**src/rtl/core_mc_pkg.sv**
```systemverilog
// Shared types and instruction-field positions for the multi-cycle 9-bit core.
// Consumed by core_mc and core_mc_alu.
package core_mc_pkg;

    typedef enum logic [2:0] {
        kADD  = 3'd0,
        kSUB  = 3'd1,
        kLSH  = 3'd2,
        kLDI  = 3'd3,
        kLDR  = 3'd4,
        kSTR  = 3'd5,
        kBZ   = 3'd6,
        kHALT = 3'd7
    } opcode_e;

    typedef enum logic [2:0] {
        IDLE  = 3'd0,
        FETCH = 3'd1,
        EXEC  = 3'd2,
        MEM   = 3'd3,
        HALT  = 3'd4
    } state_e;

    localparam int INST_W  = 9;
    localparam int OP_MSB  = 8;
    localparam int OP_LSB  = 6;
    localparam int DIR_BIT = 5;
    localparam int RA_MSB  = 3;
    localparam int RA_LSB  = 2;
    localparam int RB_MSB  = 1;
    localparam int RB_LSB  = 0;
    localparam int IMM_MSB = 5;
    localparam int IMM_W   = 6;

endpackage

```
**src/rtl/core_mc_alu.sv**
```systemverilog
// Combinational ALU for the multi-cycle core: ADD, SUB and logical shift by 1..4,
// all modulo 2^DW, with a zero flag on the result.
module core_mc_alu
    import core_mc_pkg::*;
#(
    parameter int DW = 8
) (
    input  opcode_e       op,
    input  logic [DW-1:0] a,
    input  logic [DW-1:0] b,
    input  logic [1:0]    shamt,
    input  logic          dir,
    output logic [DW-1:0] rslt,
    output logic          z
);

    logic [2:0] amt;

    always_comb begin
        // Encoded shift amount 0..3 means a shift of 1..4 positions.
        amt  = {1'b0, shamt} + 3'd1;
        rslt = '0;
        case (op)
            kADD:    rslt = a + b;
            kSUB:    rslt = a - b;
            kLSH:    rslt = dir ? (a >> amt) : (a << amt);
            default: rslt = '0;
        endcase
        z = (rslt == '0);
    end

endmodule

```
**src/rtl/core_mc.sv**
```systemverilog
// Multi-cycle 9-bit core: FETCH/EXEC/MEM sequencer with PC, 4-entry register file,
// zero flag and a req/ack data-memory port. Optional cycle_cnt output: CORE_MC_CYCLE_CNT_EN.
module core_mc
    import core_mc_pkg::*;
#(
    parameter int DW  = 8,
    parameter int PCW = 8
) (
    input  logic              clk,
    input  logic              reset,
    input  logic              start,
    output logic              busy,
    output logic              done,
    output logic [PCW-1:0]    imem_addr,
    input  logic [INST_W-1:0] imem_data,
    output logic              dmem_req,
    output logic              dmem_we,
    output logic [DW-1:0]     dmem_addr,
    output logic [DW-1:0]     dmem_wdata,
    input  logic [DW-1:0]     dmem_rdata,
    input  logic              dmem_ack,
`ifdef CORE_MC_CYCLE_CNT_EN
    output logic [31:0]       cycle_cnt,
`endif
    output logic [2:0]        dbg_state
);

    localparam int IMM_KEEP = (DW < IMM_W) ? DW : IMM_W;

    state_e              state;
    logic [INST_W-1:0]   ir;
    logic [PCW-1:0]      pc;
    logic [DW-1:0]       regs [4];
    logic                z;
    logic                armed;

    opcode_e             op;
    logic [1:0]          ra;
    logic [1:0]          rb;
    logic [DW-1:0]       alu_rslt;
    logic                alu_z;
    logic [DW-1:0]       imm_val;
    logic signed [IMM_W-1:0] imm_s;
    logic [PCW-1:0]      br_off;
    logic [PCW-1:0]      pc_inc;
    logic                start_ok;

    assign op        = opcode_e'(ir[OP_MSB:OP_LSB]);
    assign ra        = ir[RA_MSB:RA_LSB];
    assign rb        = ir[RB_MSB:RB_LSB];
    assign imm_s     = signed'(ir[IMM_MSB:0]);
    assign br_off    = PCW'(imm_s);
    assign pc_inc    = pc + PCW'(1);
    assign imem_addr = pc;
    assign dbg_state = state;

    // armed blocks a start that coincides with the first edge after reset release.
    assign start_ok  = start && armed && ((state == IDLE) || (state == HALT));

    always_comb begin
        imm_val = '0;
        imm_val[IMM_KEEP-1:0] = ir[IMM_KEEP-1:0];
    end

    core_mc_alu #(.DW(DW)) u_alu (
        .op    (op),
        .a     (regs[ra]),
        .b     (regs[rb]),
        .shamt (ir[RB_MSB:RB_LSB]),
        .dir   (ir[DIR_BIT]),
        .rslt  (alu_rslt),
        .z     (alu_z)
    );

    always_ff @(posedge clk or negedge reset) begin
        if (!reset) begin
            state      <= IDLE;
            pc         <= '0;
            ir         <= '0;
            z          <= 1'b0;
            armed      <= 1'b0;
            busy       <= 1'b0;
            done       <= 1'b0;
            dmem_req   <= 1'b0;
            dmem_we    <= 1'b0;
            dmem_addr  <= '0;
            dmem_wdata <= '0;
            for (int i = 0; i < 4; i++) regs[i] <= '0;
        end else begin
            armed <= 1'b1;
            case (state)
                IDLE, HALT: begin
                    if (start_ok) begin
                        state <= FETCH;
                        pc    <= '0;
                        busy  <= 1'b1;
                        done  <= 1'b0;
                    end
                end
                FETCH: begin
                    ir    <= imem_data;
                    state <= EXEC;
                end
                EXEC: begin
                    case (op)
                        kADD, kSUB, kLSH: begin
                            regs[ra] <= alu_rslt;
                            z        <= alu_z;
                            pc       <= pc_inc;
                            state    <= FETCH;
                        end
                        kLDI: begin
                            regs[1] <= imm_val;
                            pc      <= pc_inc;
                            state   <= FETCH;
                        end
                        kLDR, kSTR: begin
                            dmem_req   <= 1'b1;
                            dmem_we    <= (op == kSTR);
                            dmem_addr  <= regs[rb];
                            dmem_wdata <= regs[ra];
                            state      <= MEM;
                        end
                        kBZ: begin
                            pc    <= z ? (pc + br_off) : pc_inc;
                            state <= FETCH;
                        end
                        kHALT: begin
                            busy  <= 1'b0;
                            done  <= 1'b1;
                            state <= HALT;
                        end
                        default: state <= FETCH;
                    endcase
                end
                MEM: begin
                    // Request and its address/data stay frozen until the memory acks.
                    if (dmem_ack) begin
                        if (!dmem_we) regs[ra] <= dmem_rdata;
                        dmem_req <= 1'b0;
                        dmem_we  <= 1'b0;
                        pc       <= pc_inc;
                        state    <= FETCH;
                    end
                end
                default: begin
                    busy  <= 1'b0;
                    done  <= 1'b0;
                    state <= IDLE;
                end
            endcase
        end
    end

`ifdef CORE_MC_CYCLE_CNT_EN
    always_ff @(posedge clk or negedge reset) begin
        if (!reset) begin
            cycle_cnt <= '0;
        end else if (start_ok) begin
            cycle_cnt <= '0;
        end else if (busy && (cycle_cnt != '1)) begin
            cycle_cnt <= cycle_cnt + 32'd1;
        end
    end
`endif

endmodule

```
**config.mk**
```make
export PLATFORM = sky130hd
export DESIGN_NAME = core_mc
export DESIGN_NICKNAME = d
export VERILOG_FILES = /design/src/rtl/core_mc_pkg.sv /design/src/rtl/core_mc_alu.sv /design/src/rtl/core_mc.sv
export SDC_FILE = /design/constraint.sdc
export NUM_CORES = 1
export LEC_CHECK = 0
export CORE_AREA = 4 4 105 107
export CTS_CLUSTER_DIAMETER = 60
export DETAILED_ROUTE_END_ITERATION = 10
export DIE_AREA = 0 0 109 111
export HOLD_SLACK_MARGIN = 0.1
export PLACE_DENSITY = 0.77
export SYNTH_ARGS = -nofsm -noshare
export SYNTH_HDL_FRONTEND = slang
export SYNTH_SLANG_ARGS = --single-unit
```
**constraint.sdc**
```tcl
create_clock -name clk -period 3.8 [get_ports clk]
set_input_delay 0.38 -clock clk [delete_from_list [all_inputs] [get_ports clk]]
set_output_delay 0.38 -clock clk [all_outputs]
set_load 0.05 [all_outputs]
```
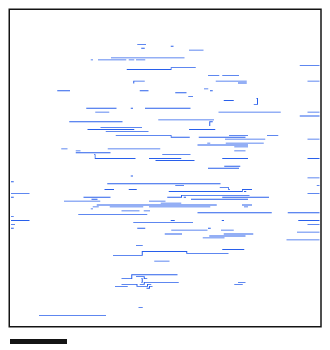
(images/met3.png)
The bar under the picture is 20 um long.
longest straight run = 41.9 um
main direction = horizontal
nets with wire on the layer = 100
via count: 4769
GRT met3 Usage: 5.47%
final WL: 15600 um

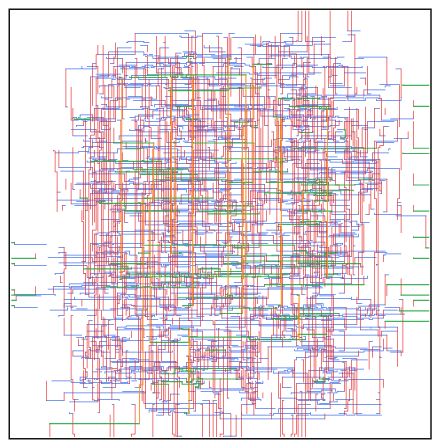
(images/metal_stack.png)
met3 -> green  # wire length 1120 um
met2 -> red  # wire length 7240 um
met4 -> orange  # wire length 636 um
met1 -> blue  # wire length 6580 um
GRT Overall Usage: 26.9%
Avg WL per Cell: 20.6 um

==> results.sh <==
# source this file to load flow results
export IMPL_cts_root_buf="clkbuf_8"
export IMPL_cts_sinks=74
export IMPL_cap_violations=0
export IMPL_postCtsHoldBufs=0
export IMPL_rsz0062_at_grt="yes"
export IMPL_ff_latch_area_um2=1850
export IMPL_dominantRegCellSynth="dfrtp_1"
export IMPL_floorplanUtilization_pct=52.1
export IMPL_ys_sh_xor_pct=2.82
export IMPL_fill_cells=801
export IMPL_drtAntennaViolNets=0
export IMPL_yosys_area_share_aoi_pct=15.0
export IMPL_place_area_um2=6120
export IMPL_gp_congestion=0.979
export IMPL_yosys_stat_cells=534
export IMPL_cts_tree="built"
export IMPL_vias_per_cell=6.31
export IMPL_yosys_area_top_type="dfrtp_1"
export IMPL_met3_length_um=1120
export IMPL_setup_ws_ps=-28.1
export IMPL_cts_buffer_depth=2
export IMPL_cts_resized=1
export IMPL_ys_top_cells_by_area="dfrtp_1 (35%), mux4_2 (8.5%), mux2_2 (6.4%)"
export IMPL_critPathTopFamily="simple AND/OR/NAND/NOR gates"
export IMPL_top_cells_by_count="dfrtp_1 (74), nand2_1 (56), nor2_1 (38), mux2i_1 (33), mux2_2 (30)"
export IMPL_syn_inst=534
export IMPL_clk_pin_slew_worst_paths_ps=80
export IMPL_drt_iter0_markers=450
export IMPL_drc_errors=0
export IMPL_design_area_um2=6510
export IMPL_setup_violations=1
export IMPL_whs_ps=134
export IMPL_lay_top_count="dfrtp_1"
export IMPL_cts_buffers=9
export IMPL_ys_sh_simple_pct=13.7
export IMPL_io_buffer_count=51
export IMPL_met1_length_um=6580
export IMPL_grt_pass1_vias=4689
export IMPL_coreArea_um2=10100
export IMPL_synth_area_um2=5280
export IMPL_max_slew_margin_rel_pct=35.1
export IMPL_outcome="complete, but fails checks"
export IMPL_edf_count=0
export IMPL_critPathArrivalTime_ps=4110
export IMPL_worst_slew_pin_slew_ps=973
export IMPL_warnings=27
export IMPL_dr_pass1_iters=5
export IMPL_placedCellCount=732
export IMPL_avgSynthCellArea_um2=9.89
export IMPL_crit_fanout=7
export IMPL_violations="negative setup slack"
export IMPL_yosysTopAreaCellShare_pct=35.1
export IMPL_start_kind="flip-flop"
export IMPL_path_cells="buf_12 > buf_8 > mux4_2 > nor3_4 > a31oi_1 > xnor2_1 > ha_1 > or4_1 > o21ai_1 > a31oi_1 > xnor2_1 > o21ai_1 > or4b_4 > o31ai_2"
export IMPL_crit_required_ps=4080
export IMPL_synth_cell_types=58
export IMPL_ys_area_um2=5280
export IMPL_clkLatencyLatePin_ps=370
export IMPL_synth_async_reset_ratio_pct=100
export IMPL_post_route_period_util_pct=101
export IMPL_wl_met2_um=7240
export IMPL_ys_sh_mux_pct=24.4
export IMPL_met2_usage_pct=39.2
export IMPL_final_setup_tns_ps=-28.1
export IMPL_die_w_um=109
export IMPL_floorplan_nets=574
export IMPL_yosysMostFrequentCell="dfrtp_1"
export IMPL_cts_setup_buffers=1
export IMPL_gr_max_usage_layer="met2"
export IMPL_lay_top_cells="dfrtp_1 (73), nand2_1 (56), clkdlybuf4s50_1 (50), buf_4 (45), nor2_1 (37)"
export IMPL_ys_seq_share_pct=35.1
export IMPL_antenna_found_initial=0
export IMPL_dp_slack_ps=-79.1
export IMPL_syn2layout_area_growth_pct=23.4
export IMPL_end_kind="flip-flop"
export IMPL_synthAdderAreaFrac_pct=4.79
export IMPL_max_freq_mhz=261
export IMPL_die_y_um=111
export IMPL_row_count=37
export IMPL_ioPinCount=52
export IMPL_final_util_pct=64.2
export IMPL_top_layer_used="met4"
export IMPL_combGateArea_um2=3300
export IMPL_diodes=0
export IMPL_layout_nets=655
export IMPL_dp_hpwl_um=11600
export IMPL_drive_gt1_share_pct=22.6
export IMPL_slew_viol_final=0
export IMPL_worst_hold_path_type="input port to async pin"
export IMPL_instances_no_fill=756
export IMPL_h_tree_depth=3
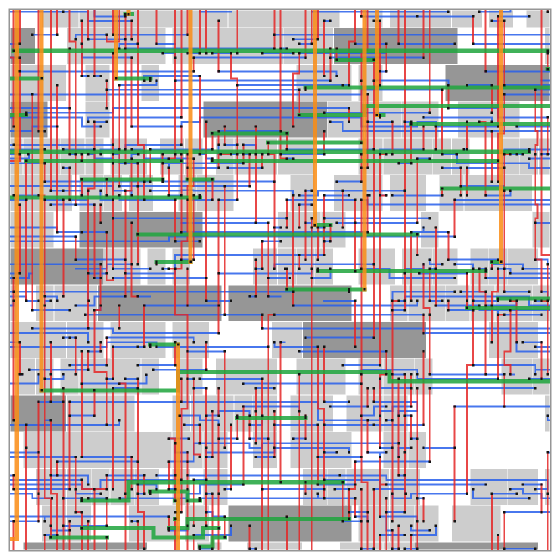
(images/zoom.png)
Region (34, 13) to (74, 53) um. Cells in grey, sequential cells in the stronger grey; small squares are vias.
met3 -> green
met4 -> orange
met2 -> red
met1 -> blue
sequential cells in the window = 9
netlist names of flops here include = regs (5), ir (2)
cells with their middle in the window = 128
most frequent = a21oi_1 (12), nor2_1 (12), nand2_1 (11)

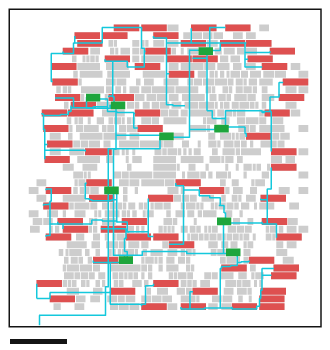
(images/clock_map.png)
The bar under the picture is 20 um long.
clock wires -> cyan  # length 1140 um
cells driving clock nets -> green  # count 9
flip-flops -> red  # count 74
flops lie = spread over the die
routed clock nets = 10
skew final: 6.41 ps

==> final timing paths <==
kind / slack [ps] / from / to / cells after the start
worst max-delay path: -30 / ir[0] / z / 14
worst min-delay path: 130 / reset / imem_addr[2] / 1
worst max register to register: -30 / ir[0] / z / 14
worst min register to register: 490 / dmem_req / dmem_req / 1
max in group asynchronous: 3000 / reset / imem_addr[7] / 1
min in group clk: 490 / dmem_req / dmem_req / 1
==> sequential cells by signal, indices dropped and copies added (netlist names), 3 cells and up <==
register	flops
dmem_wdata	8
ir	9
regs	32
dbg_state	3
imem_addr	8
dmem_addr	8
==> area by class of cell <==
cell class / instances / share of cell area [%]
clock inverter: 3 / 0.692
sequential: 74 / 28.5
inverter: 22 / 1.31
clock buffer: 13 / 2.75
timing repair buffer: 98 / 13.6
tap: 136 / 2.61
multi-input combinational: 410 / 50.6
